--- src/rtl/wb_pkg.sv ---
// ---------------------------------------------------------------------------
// wb_pkg -- shared Wishbone B3 definitions for the memory-bus arbiter.
//   CTI / BTE encodings used by the masters and the arbiter state encoding.
//   The state values are chosen so that a state value is also the one-hot
//   grant vector (IDLE = 00, OWN0 = 01, OWN1 = 10).
// No ports (package).
// ---------------------------------------------------------------------------
package wb_pkg;

  // Cycle type identifiers
  localparam logic [2:0] CTI_CLASSIC = 3'b000;
  localparam logic [2:0] CTI_CONST   = 3'b001;
  localparam logic [2:0] CTI_INCR    = 3'b010;
  localparam logic [2:0] CTI_EOB     = 3'b111;

  // Burst type extensions
  localparam logic [1:0] BTE_LINEAR  = 2'b00;
  localparam logic [1:0] BTE_WRAP4   = 2'b01;
  localparam logic [1:0] BTE_WRAP8   = 2'b10;
  localparam logic [1:0] BTE_WRAP16  = 2'b11;

  // Arbiter state; bit N set means master N owns the bus
  typedef enum logic [1:0] {
    IDLE = 2'b00,
    OWN0 = 2'b01,
    OWN1 = 2'b10
  } arb_state_e;

endpackage

--- src/rtl/wb_arb_mux.sv ---
// ---------------------------------------------------------------------------
// wb_arb_mux -- combinational master->slave request mux and slave->master
// termination demux for the two-master arbiter.
//   gnt_i     : one-hot owner (00 = nobody)
//   kill_i    : force s_cyc_o/s_stb_o low (watchdog abort)
//   tmo_err_i : per-master watchdog error pulse, ORed into mN_err_o
//   mN_*      : master N request inputs / termination + read data outputs
//   s_*       : slave request outputs / termination + read data inputs
// Handshake: a beat is offered while cyc & stb are high and completes in the
// cycle where the slave returns ack (or rty/err); only the owner ever sees a
// termination, the non-owner's terminations are held at 0.
// ---------------------------------------------------------------------------
module wb_arb_mux
  import wb_pkg::*;
#(
  parameter int WIDTH   = 16,
  parameter int ADDRESS = 25,
  parameter int SELBITS = 2
) (
  input  logic [1:0]         gnt_i,
  input  logic               kill_i,
  input  logic [1:0]         tmo_err_i,
  input  logic               m0_cyc_i,
  input  logic               m0_stb_i,
  input  logic               m0_we_i,
  input  logic [2:0]         m0_cti_i,
  input  logic [1:0]         m0_bte_i,
  input  logic [ADDRESS-1:0] m0_adr_i,
  input  logic [SELBITS-1:0] m0_sel_i,
  input  logic [WIDTH-1:0]   m0_dat_i,
  output logic               m0_ack_o,
  output logic               m0_rty_o,
  output logic               m0_err_o,
  output logic [WIDTH-1:0]   m0_dat_o,
  input  logic               m1_cyc_i,
  input  logic               m1_stb_i,
  input  logic               m1_we_i,
  input  logic [2:0]         m1_cti_i,
  input  logic [1:0]         m1_bte_i,
  input  logic [ADDRESS-1:0] m1_adr_i,
  input  logic [SELBITS-1:0] m1_sel_i,
  input  logic [WIDTH-1:0]   m1_dat_i,
  output logic               m1_ack_o,
  output logic               m1_rty_o,
  output logic               m1_err_o,
  output logic [WIDTH-1:0]   m1_dat_o,
  output logic               s_cyc_o,
  output logic               s_stb_o,
  output logic               s_we_o,
  output logic [2:0]         s_cti_o,
  output logic [1:0]         s_bte_o,
  output logic [ADDRESS-1:0] s_adr_o,
  output logic [SELBITS-1:0] s_sel_o,
  output logic [WIDTH-1:0]   s_dat_o,
  input  logic               s_ack_i,
  input  logic               s_rty_i,
  input  logic               s_err_i,
  input  logic [WIDTH-1:0]   s_dat_i
);

  logic cyc_int;

  always_comb begin
    // Gated by the owner's live cyc so a dropped cyc leaves the slave in the
    // same cycle, ahead of the state register.
    cyc_int = ((gnt_i[0] & m0_cyc_i) | (gnt_i[1] & m1_cyc_i)) & ~kill_i;
    s_cyc_o = cyc_int;
    s_stb_o = ((gnt_i[0] & m0_stb_i) | (gnt_i[1] & m1_stb_i)) & cyc_int;
    // Non-control fields follow master 0 unless master 1 owns the bus.
    if (gnt_i[1]) begin
      s_we_o  = m1_we_i;
      s_cti_o = m1_cti_i;
      s_bte_o = m1_bte_i;
      s_adr_o = m1_adr_i;
      s_sel_o = m1_sel_i;
      s_dat_o = m1_dat_i;
    end else begin
      s_we_o  = m0_we_i;
      s_cti_o = m0_cti_i;
      s_bte_o = m0_bte_i;
      s_adr_o = m0_adr_i;
      s_sel_o = m0_sel_i;
      s_dat_o = m0_dat_i;
    end
    m0_ack_o = gnt_i[0] & s_ack_i;
    m0_rty_o = gnt_i[0] & s_rty_i;
    m0_err_o = (gnt_i[0] & s_err_i) | tmo_err_i[0];
    m1_ack_o = gnt_i[1] & s_ack_i;
    m1_rty_o = gnt_i[1] & s_rty_i;
    m1_err_o = (gnt_i[1] & s_err_i) | tmo_err_i[1];
    m0_dat_o = s_dat_i;
    m1_dat_o = s_dat_i;
  end

endmodule

--- src/rtl/wb_arb2.sv ---
// ---------------------------------------------------------------------------
// wb_arb2 -- two-master, one-slave Wishbone B3 arbiter.
//   Master 0: CPU data port. Master 1: secondary requester (DMA/video).
//   Registered grant FSM (IDLE/OWN0/OWN1); ownership is held while the owner
//   keeps cyc high, with at least one IDLE cycle between owners.
//   FIXED_PRIO = 0: round-robin on ties; 1: master 0 wins ties.
// Ports: wb_clk_i / wb_rst_ni (async, active low), mN_* master N bus,
//   s_* slave bus, gnt_o one-hot current grant (equals the FSM state).
// Optional: define WB_ARB_TIMEOUT_EN to add an 8-bit watchdog that errors
//   the owner after TIMEOUT unanswered strobe cycles and blocks the slave
//   until the owner drops cyc.
// ---------------------------------------------------------------------------
module wb_arb2
  import wb_pkg::*;
#(
  parameter int         WIDTH      = 16,
  parameter int         ADDRESS    = 25,
  parameter int         SELBITS    = 2,
  parameter int         FIXED_PRIO = 0,
  parameter logic [7:0] TIMEOUT    = 8'd255
) (
  input  logic               wb_clk_i,
  input  logic               wb_rst_ni,
  input  logic               m0_cyc_i,
  input  logic               m0_stb_i,
  input  logic               m0_we_i,
  input  logic [2:0]         m0_cti_i,
  input  logic [1:0]         m0_bte_i,
  input  logic [ADDRESS-1:0] m0_adr_i,
  input  logic [SELBITS-1:0] m0_sel_i,
  input  logic [WIDTH-1:0]   m0_dat_i,
  output logic               m0_ack_o,
  output logic               m0_rty_o,
  output logic               m0_err_o,
  output logic [WIDTH-1:0]   m0_dat_o,
  input  logic               m1_cyc_i,
  input  logic               m1_stb_i,
  input  logic               m1_we_i,
  input  logic [2:0]         m1_cti_i,
  input  logic [1:0]         m1_bte_i,
  input  logic [ADDRESS-1:0] m1_adr_i,
  input  logic [SELBITS-1:0] m1_sel_i,
  input  logic [WIDTH-1:0]   m1_dat_i,
  output logic               m1_ack_o,
  output logic               m1_rty_o,
  output logic               m1_err_o,
  output logic [WIDTH-1:0]   m1_dat_o,
  output logic               s_cyc_o,
  output logic               s_stb_o,
  output logic               s_we_o,
  output logic [2:0]         s_cti_o,
  output logic [1:0]         s_bte_o,
  output logic [ADDRESS-1:0] s_adr_o,
  output logic [SELBITS-1:0] s_sel_o,
  output logic [WIDTH-1:0]   s_dat_o,
  input  logic               s_ack_i,
  input  logic               s_rty_i,
  input  logic               s_err_i,
  input  logic [WIDTH-1:0]   s_dat_i,
  output logic [1:0]         gnt_o
);

  arb_state_e state_q, state_d;
  logic       last_q, last_d;   // index of the master served most recently
  logic       kill;
  logic [1:0] tmo_err;

  always_comb begin
    state_d = state_q;
    last_d  = last_q;
    unique case (state_q)
      IDLE: begin
        if (m0_cyc_i && m1_cyc_i) begin
          state_d = ((FIXED_PRIO != 0) || last_q) ? OWN0 : OWN1;
        end else if (m0_cyc_i) begin
          state_d = OWN0;
        end else if (m1_cyc_i) begin
          state_d = OWN1;
        end
      end
      OWN0: begin
        if (!m0_cyc_i) begin
          state_d = IDLE;
          last_d  = 1'b0;
        end
      end
      OWN1: begin
        if (!m1_cyc_i) begin
          state_d = IDLE;
          last_d  = 1'b1;
        end
      end
      default: state_d = IDLE;
    endcase
  end

  always_ff @(posedge wb_clk_i or negedge wb_rst_ni) begin
    if (!wb_rst_ni) begin
      state_q <= IDLE;
      last_q  <= 1'b1;  // master 0 wins the first tie after reset
    end else begin
      state_q <= state_d;
      last_q  <= last_d;
    end
  end

  // State encoding doubles as the one-hot grant.
  assign gnt_o = state_q;

`ifdef WB_ARB_TIMEOUT_EN
  logic [7:0] tmo_q, tmo_d;
  logic       kill_q, kill_d;
  logic       tmo_hit;

  always_comb begin
    tmo_hit = (state_q != IDLE) && !kill_q && (tmo_q == TIMEOUT);
    tmo_d   = tmo_q;
    kill_d  = kill_q;
    if ((state_q == IDLE) || s_ack_i || s_rty_i || s_err_i) begin
      tmo_d = 8'd0;
    end else if (s_stb_o && (tmo_q != 8'hff)) begin
      tmo_d = tmo_q + 8'd1;
    end
    // Abort sticks until the owner lets go of cyc.
    if (state_d == IDLE) begin
      kill_d = 1'b0;
    end else if (tmo_hit) begin
      kill_d = 1'b1;
    end
  end

  always_ff @(posedge wb_clk_i or negedge wb_rst_ni) begin
    if (!wb_rst_ni) begin
      tmo_q  <= 8'd0;
      kill_q <= 1'b0;
    end else begin
      tmo_q  <= tmo_d;
      kill_q <= kill_d;
    end
  end

  // The error cycle itself already blocks the slave.
  assign kill    = kill_q | tmo_hit;
  assign tmo_err = {gnt_o[1] & tmo_hit, gnt_o[0] & tmo_hit};
`else
  logic unused_timeout;
  assign unused_timeout = ^TIMEOUT;
  assign kill           = 1'b0;
  assign tmo_err        = 2'b00;
`endif

  wb_arb_mux #(
    .WIDTH   (WIDTH),
    .ADDRESS (ADDRESS),
    .SELBITS (SELBITS)
  ) u_mux (
    .gnt_i     (gnt_o),
    .kill_i    (kill),
    .tmo_err_i (tmo_err),
    .m0_cyc_i  (m0_cyc_i),
    .m0_stb_i  (m0_stb_i),
    .m0_we_i   (m0_we_i),
    .m0_cti_i  (m0_cti_i),
    .m0_bte_i  (m0_bte_i),
    .m0_adr_i  (m0_adr_i),
    .m0_sel_i  (m0_sel_i),
    .m0_dat_i  (m0_dat_i),
    .m0_ack_o  (m0_ack_o),
    .m0_rty_o  (m0_rty_o),
    .m0_err_o  (m0_err_o),
    .m0_dat_o  (m0_dat_o),
    .m1_cyc_i  (m1_cyc_i),
    .m1_stb_i  (m1_stb_i),
    .m1_we_i   (m1_we_i),
    .m1_cti_i  (m1_cti_i),
    .m1_bte_i  (m1_bte_i),
    .m1_adr_i  (m1_adr_i),
    .m1_sel_i  (m1_sel_i),
    .m1_dat_i  (m1_dat_i),
    .m1_ack_o  (m1_ack_o),
    .m1_rty_o  (m1_rty_o),
    .m1_err_o  (m1_err_o),
    .m1_dat_o  (m1_dat_o),
    .s_cyc_o   (s_cyc_o),
    .s_stb_o   (s_stb_o),
    .s_we_o    (s_we_o),
    .s_cti_o   (s_cti_o),
    .s_bte_o   (s_bte_o),
    .s_adr_o   (s_adr_o),
    .s_sel_o   (s_sel_o),
    .s_dat_o   (s_dat_o),
    .s_ack_i   (s_ack_i),
    .s_rty_i   (s_rty_i),
    .s_err_i   (s_err_i),
    .s_dat_i   (s_dat_i)
  );

endmodule
--- config.mk ---
export PLATFORM = sky130hd
export DESIGN_NAME = wb_arb2
export DESIGN_NICKNAME = d
export VERILOG_FILES = /design/src/rtl/wb_pkg.sv /design/src/rtl/wb_arb_mux.sv /design/src/rtl/wb_arb2.sv
export SDC_FILE = /design/constraint.sdc
export NUM_CORES = 1
export LEC_CHECK = 0
export CORE_AREA = 2 2 82 84
export CTS_BUF_LIST = sky130_fd_sc_hd__clkbuf_2
export DETAILED_ROUTE_END_ITERATION = 10
export DIE_AREA = 0 0 84 86
export PLACE_DENSITY = 0.76
export SYNTH_ARGS = -nofsm -noshare
export SYNTH_HDL_FRONTEND = slang
export SYNTH_HIERARCHICAL = 1
export SYNTH_SLANG_ARGS = --single-unit
--- constraint.sdc ---
create_clock -name wb_clk_i -period 1.6 [get_ports wb_clk_i]
set_input_delay 0.32 -clock wb_clk_i [delete_from_list [all_inputs] [get_ports wb_clk_i]]
set_output_delay 0.32 -clock wb_clk_i [all_outputs]
set_load 0.1 [all_outputs]
### Track usage over the die, run 1

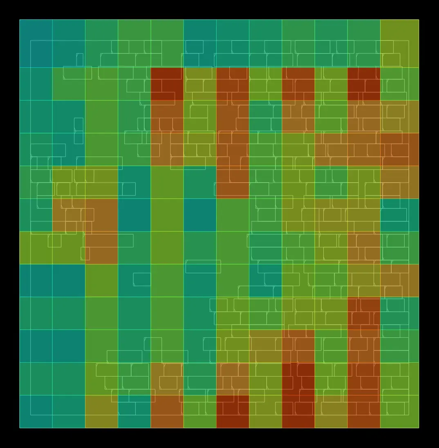
drt wl/cell: 18.0 um
final core occ: 0.545
Global Route Usage Sum: 0.156
GRT busiest layer: met2
met1 usage: 0.167

### Wire density map, run 1

The bar under the picture is 20 um long. 17 x 17 tiles, from dark blue (low) to red (high), scaled to the fullest tile. Values are wire area over tile area, all layers added.
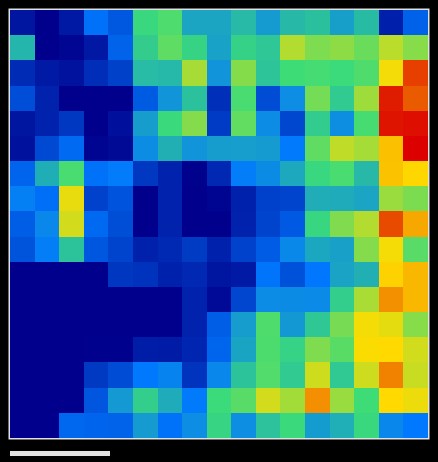
tiles over half the peak: 26%
emptiest ninth of the die: bottom left
nearly empty tiles: 16%
mean over tiles: 0.13
fullest tile: 0.41

### Clock wires, drivers and flops, run 1

The bar under the picture is 20 um long.
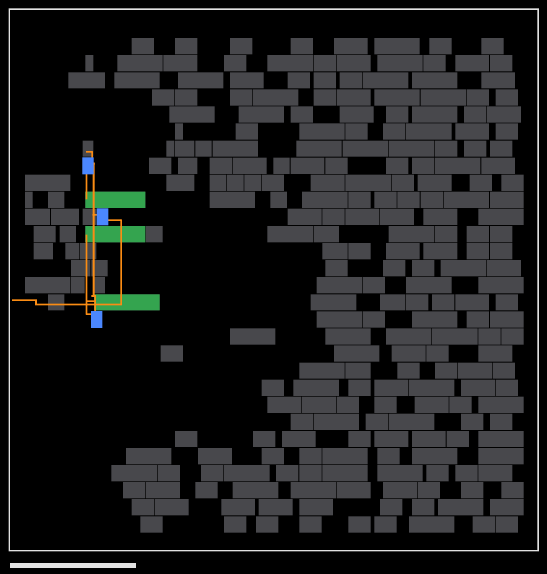
legend:
  clock wires:
    colour: orange
    length: 86.7 um
  flip-flops:
    colour: green
    count: 3
  clock drivers:
    colour: blue
    count: 3
routed clock nets: 4
Clk. pwr: 108 uW
clk_lat worst skew: 0.21 ns
clock network power share: 0.028
Fin Clk Skew: 0.00453 ns

### Placed cells, one colour a class, run 1

The bar under the picture is 20 um long.
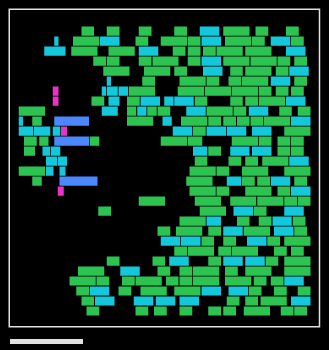
legend:
  combinational and other logic:
    colour: cyan
    cells: 70
    share_of_their_area: 27%
  other buffers and delay cells:
    colour: green
    cells: 174
    share_of_their_area: 70%
  clock drivers and dummy loads:
    colour: magenta
    cells: 4
    share_of_their_area: 0.60%
  flops:
    colour: blue
    cells: 3
    share_of_their_area: 2.4%

==> summary.txt, run 1 <==
Yosys stat chip area: 1270 um^2
DP Worst Slack: -0.134 ns
Flop+latch power: 149 uW
Met1 WL: 2050 um
Ant. Diodes: 0
R2R Path End: gnt_o[0]
Most common cell on crit path: buf_12
Hold-fix buffers, CTS: 0
Clock Path Buffers: 2
Syn avg cell area: 11.7 um^2
YS warnings: 6
Comb. pwr: 3640 uW
# setup viols final: 54
HP Class: primary input to async pin
Main area contributors: mux2_4 53%, buf_4 19%, buf_12 6.3%, dfrtp_1 3.9%, mux2_2 3.6%
Reg2reg start: gnt_o[1]
Post-route cell area: 3420 um^2
Nets: 375
Failing checks: negative setup slack
Met3 WL: 458 um
Overall routed net length: 5910 um
Post-Synthesis Cells: 108
Combinational Power Share: 0.934
Mi-comb count: 70
Plain + repair buffers: 174
Largest power group: combinational cells
CP top delay family: flip-flops
Setup TNS: -7.79 ns
Largest net degree at the start of global routing: 19
Final worst slack: -0.173 ns
CTS tree: built
Area share, top type: 0.533
Stages on worst setup path: 3
Status: finished with violations
Post-CTS Setup Bufs: 0
Initial DRT Pass Iterations: 2
Synth top cell by count: mux2_4
Adder Share, Synth: 0
# DRC: 0
Dominant logic cell types in the final layout: 105 x clkdlybuf4s50_1, 61 x buf_12, 46 x mux2_4
EDFF count, synth: 0
Post-Place Cells: 324
Flip-flops: 3
Initial antenna violation count: 0
TritonCTS buffer count: 3
Fin cells: 328
Area of placed instances: 3400 um^2
Cell area power density: 1140 nW/um^2
Distinct lib cells: 21
Post-route ant nets: 0
RSZ-0062 raised after global routing: yes
Seq area share: 0.0238
Dominant combinational family: multiplexers
Crit-path max cell delay: 0.54 ns
--- run 2 (diff from run 1) ---
--- a/config.mk
+++ b/config.mk
@@ -5,10 +5,10 @@
 export SDC_FILE = /design/constraint.sdc
 export NUM_CORES = 1
 export LEC_CHECK = 0
-export CORE_AREA = 2 2 82 84
+export CORE_AREA = 3 3 83 85
 export CTS_BUF_LIST = sky130_fd_sc_hd__clkbuf_2
 export DETAILED_ROUTE_END_ITERATION = 10
-export DIE_AREA = 0 0 84 86
+export DIE_AREA = 0 0 86 88
 export PLACE_DENSITY = 0.76
 export SYNTH_ARGS = -nofsm -noshare
 export SYNTH_HDL_FRONTEND = slang
### Selected gate families, run 2

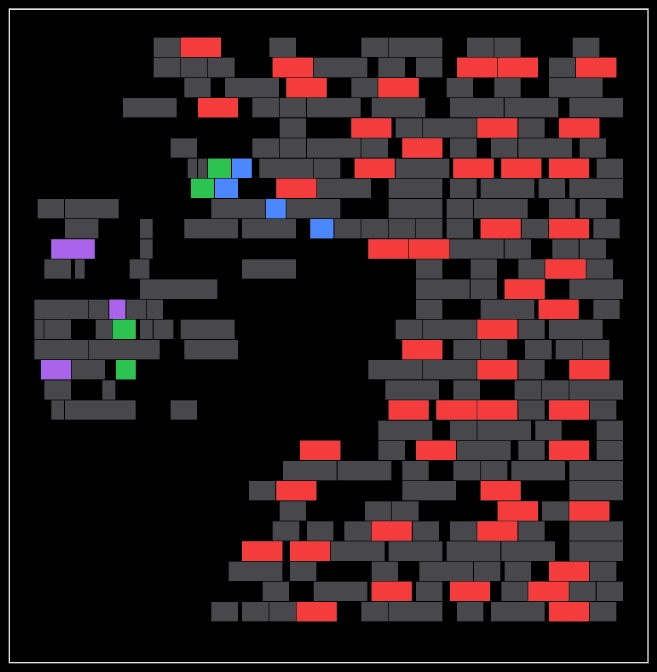
legend:
  multiplexers:
    colour: red
    cells: 49
  AND-OR and OR-AND gates:
    colour: green
    cells: 4
  NOR gates:
    colour: purple
    cells: 3
  AND and OR gates:
    colour: blue
    cells: 4

==> summary.txt, run 2 <==
Adder Share, Synth: 0 (unchanged)
Initial DRT Pass Iterations: 3 (+1)
Seq area share: 0.0239 (+0.000131)
Clk_lat worst skew: 0.21 ns (about the same)
Plain + repair buffers: 170 (-2.3%)
Initial antenna violation count: 0 (unchanged)
Drt wl/cell: 18.0 um (about the same)
Yosys stat chip area: 1270 um^2 (unchanged)
Dominant logic cell types in the final layout: 106 x clkdlybuf4s50_1, 61 x buf_12, 49 x mux2_4
Flop+latch power: 141 uW (-5%)
Distinct lib cells: 21 (unchanged)
R2R Path End: gnt_o[1]
Final core occ: 0.542 (-0.00299)
Reg2reg start: gnt_o[1]
DP Worst Slack: -0.124 ns (+0.00973 ns)
Overall routed net length: 5840 um (-1.2%)
CTS tree: built
Main area contributors: mux2_4 53%, buf_4 19%, buf_12 6.3%, dfrtp_1 3.9%, mux2_2 3.6%
Crit-path max cell delay: 0.50 ns (-0.04 ns)
# setup viols final: 52 (-3.7%)
Combinational Power Share: 0.936 (+0.002)
Fin cells: 324 (-1.2%)
Failing checks: negative setup slack
Area of placed instances: 3370 um^2 (-0.88%)
Largest net degree at the start of global routing: 30 (+11)
Clock network power share: 0.028 (about the same)
Flip-flops: 3 (unchanged)
Nets: 371 (-1.1%)
RSZ-0062 raised after global routing: yes
Stages on worst setup path: 3 (unchanged)
Hold-fix buffers, CTS: 0 (unchanged)
Dominant combinational family: multiplexers
Clock Path Buffers: 2 (unchanged)
Mi-comb count: 70 (unchanged)
Status: finished with violations
Comb. pwr: 3620 uW (about the same)
TritonCTS buffer count: 3 (unchanged)
Final worst slack: -0.152 ns (+0.0211 ns)
Post-Place Cells: 320 (-1.2%)
Post-CTS Setup Bufs: 0 (unchanged)
GRT busiest layer: met2
Most common cell on crit path: buf_12
Fin Clk Skew: 0.0000754 ns (-0.00446 ns)
### Placed cells, one colour a class, run 2

The bar under the picture is 20 um long.
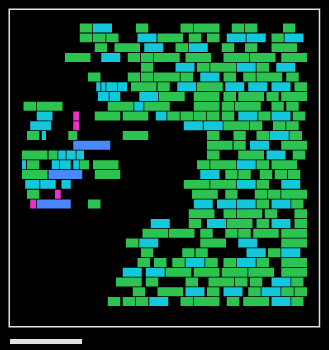
legend:
  combinational and other logic:
    colour: cyan
    cells: 70
    share_of_their_area: 27%
  clock drivers and dummy loads:
    colour: magenta
    cells: 4
    share_of_their_area: 0.61%
  flops:
    colour: blue
    cells: 3
    share_of_their_area: 2.5%
  other buffers and delay cells:
    colour: green
    cells: 170
    share_of_their_area: 70%

--- run 3 (diff from run 2) ---
--- a/config.mk
+++ b/config.mk
@@ -5,11 +5,12 @@
 export SDC_FILE = /design/constraint.sdc
 export NUM_CORES = 1
 export LEC_CHECK = 0
-export CORE_AREA = 3 3 83 85
+export ABC_AREA = 1
+export CORE_AREA = 2 2 83 85
 export CTS_BUF_LIST = sky130_fd_sc_hd__clkbuf_2
 export DETAILED_ROUTE_END_ITERATION = 10
-export DIE_AREA = 0 0 86 88
-export PLACE_DENSITY = 0.76
+export DIE_AREA = 0 0 85 87
+export PLACE_DENSITY = 0.72
 export SYNTH_ARGS = -nofsm -noshare
 export SYNTH_HDL_FRONTEND = slang
 export SYNTH_HIERARCHICAL = 1
==> constraint.sdc (replaced) <==
create_clock -name wb_clk_i -period 2.2 [get_ports wb_clk_i]
set_input_delay 0.44 -clock wb_clk_i [delete_from_list [all_inputs] [get_ports wb_clk_i]]
set_output_delay 0.44 -clock wb_clk_i [all_outputs]
set_load 0.1 [all_outputs]
### Wire density map, run 3

The bar under the picture is 20 um long. 17 x 17 tiles, from dark blue (low) to red (high), scaled to the fullest tile. Values are wire area over tile area, all layers added.
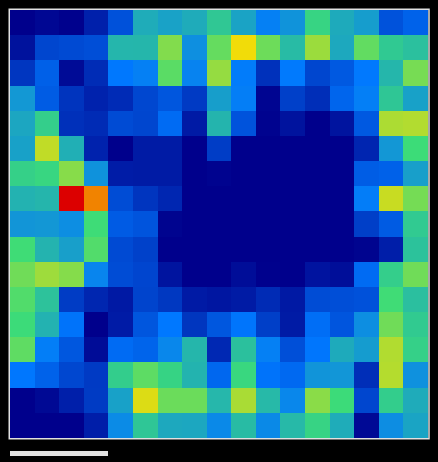
nearly empty tiles: 19%
densest ninth of the die: left middle
fullest tile: 0.51
mean over tiles: 0.12
emptiest ninth of the die: middle
tiles over half the peak: 13%

==> summary.txt, run 3 <==
Max-cap violations: 0
Clk. pwr: 79.6 uW
H-tree depth: 1
R2R Path End: gnt_o[1]
Worst path cell trace: clkdlybuf4s50_1, nand2_1, nand2_1, nand2_1, nor2_4, buf_12
Comb. pwr: 5720 uW (+58%)
Dominant logic cell types in the final layout: 118 x nand2_1, 106 x clkdlybuf4s50_1, 59 x buf_12
Main area contributors: nand2_1 56%, buf_4 22%, dfrtp_1 4.5%, inv_1 3.7%, buf_2 3.6%
Post-synth mux share: 0
Seq area share: 0.0237 (-0.000240)
Leakage power total: 0.00161 uW
Synth flops: 3
Synth top cell by count: nand2_1
Gr ovfl total: 0
Worst Setup Start Kind: primary input
Final core occ: 0.507 (-0.0349)
Initial antenna violation count: 0 (unchanged)
Initial DRT Pass Iterations: 4 (+1)
Reg2reg start: gnt_o[1]
Net Sw Power: 3910 uW
Fin Clk Skew: 0.00626 ns (+0.00618 ns)
Post-CTS Setup Bufs: 0 (unchanged)
Mapped cell area: 1110 um^2
Post-Place Cells: 443 (+38%)
Hold-fix buffers, CTS: 0 (unchanged)
CTS root buf: clkbuf_2
Mi-comb count: 179 (+160%)
Status: finished, final reports clean
CP required: 1.76 ns
Combinational Power Share: 0.964 (+0.028)
Yosys cell count: 235
FF-to-FF path depth: 5
Async SR Flop Fraction: 1.00
Plain + repair buffers: 169 (-0.59%)
Largest net degree at the start of global routing: 50 (+67%)
Clock Path Buffers: 2 (unchanged)
TritonCTS buffer count: 3 (unchanged)
# setup viols final: 0 (-100%)
Flop+latch power: 135 uW (-4%)
Most common cell on crit path: nand2_1
Sequential fraction of the synthesis area: 0.0688
Dominant combinational family: simple AND/OR/NAND/NOR gates
Clock network power share: 0.013 (-0.015)
Stages on worst setup path: 6 (+3)
Yosys stat chip area: 1110 um^2 (-13%)
RSZ-0062 raised after global routing: no
Die W: 85 um
Nets: 491 (+32%)
Overall routed net length: 5380 um (-7.8%)
Crit-path max cell delay: 0.55 ns (+0.05 ns)
Setup TNS: 0 ns
Clk_lat worst skew: 0.21 ns (about the same)
Vias: 1806
Adder Share, Synth: 0 (unchanged)
GRT busiest layer: met2
Area of placed instances: 3310 um^2 (-1.6%)
Flip-flops: 3 (unchanged)
Final worst slack: 0.232 ns (+0.384 ns)
CTS tree: built
WHS: 0.414 ns
Met3 WL: 547 um
Synth-to-Final Area Change: 200%
Critical-path maximum fanout: 5
DP Worst Slack: 0.244 ns (+0.369 ns)
Distinct lib cells: 13 (-38%)
Drt wl/cell: 12.0 um (-33%)
Met1 usage: 0.142
### Selected gate families, run 3

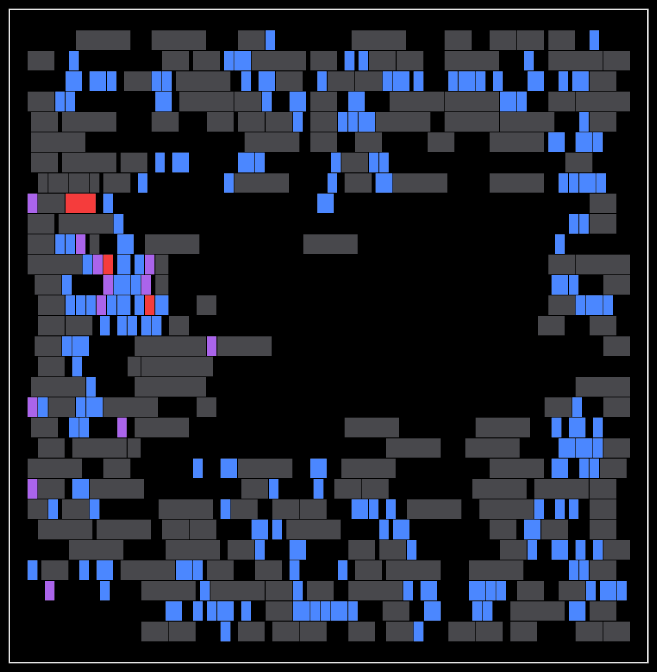
legend:
  NOR gates:
    colour: red
    cells: 3
  inverters:
    colour: purple
    cells: 12
  NAND gates:
    colour: blue
    cells: 171
    where: spread over the die
fin cells: 447
Comb area share: 0.245
most numerous logic cell after layout: nand2_1

Power figures rest on the tool's default switching activity, not on a simulated workload.
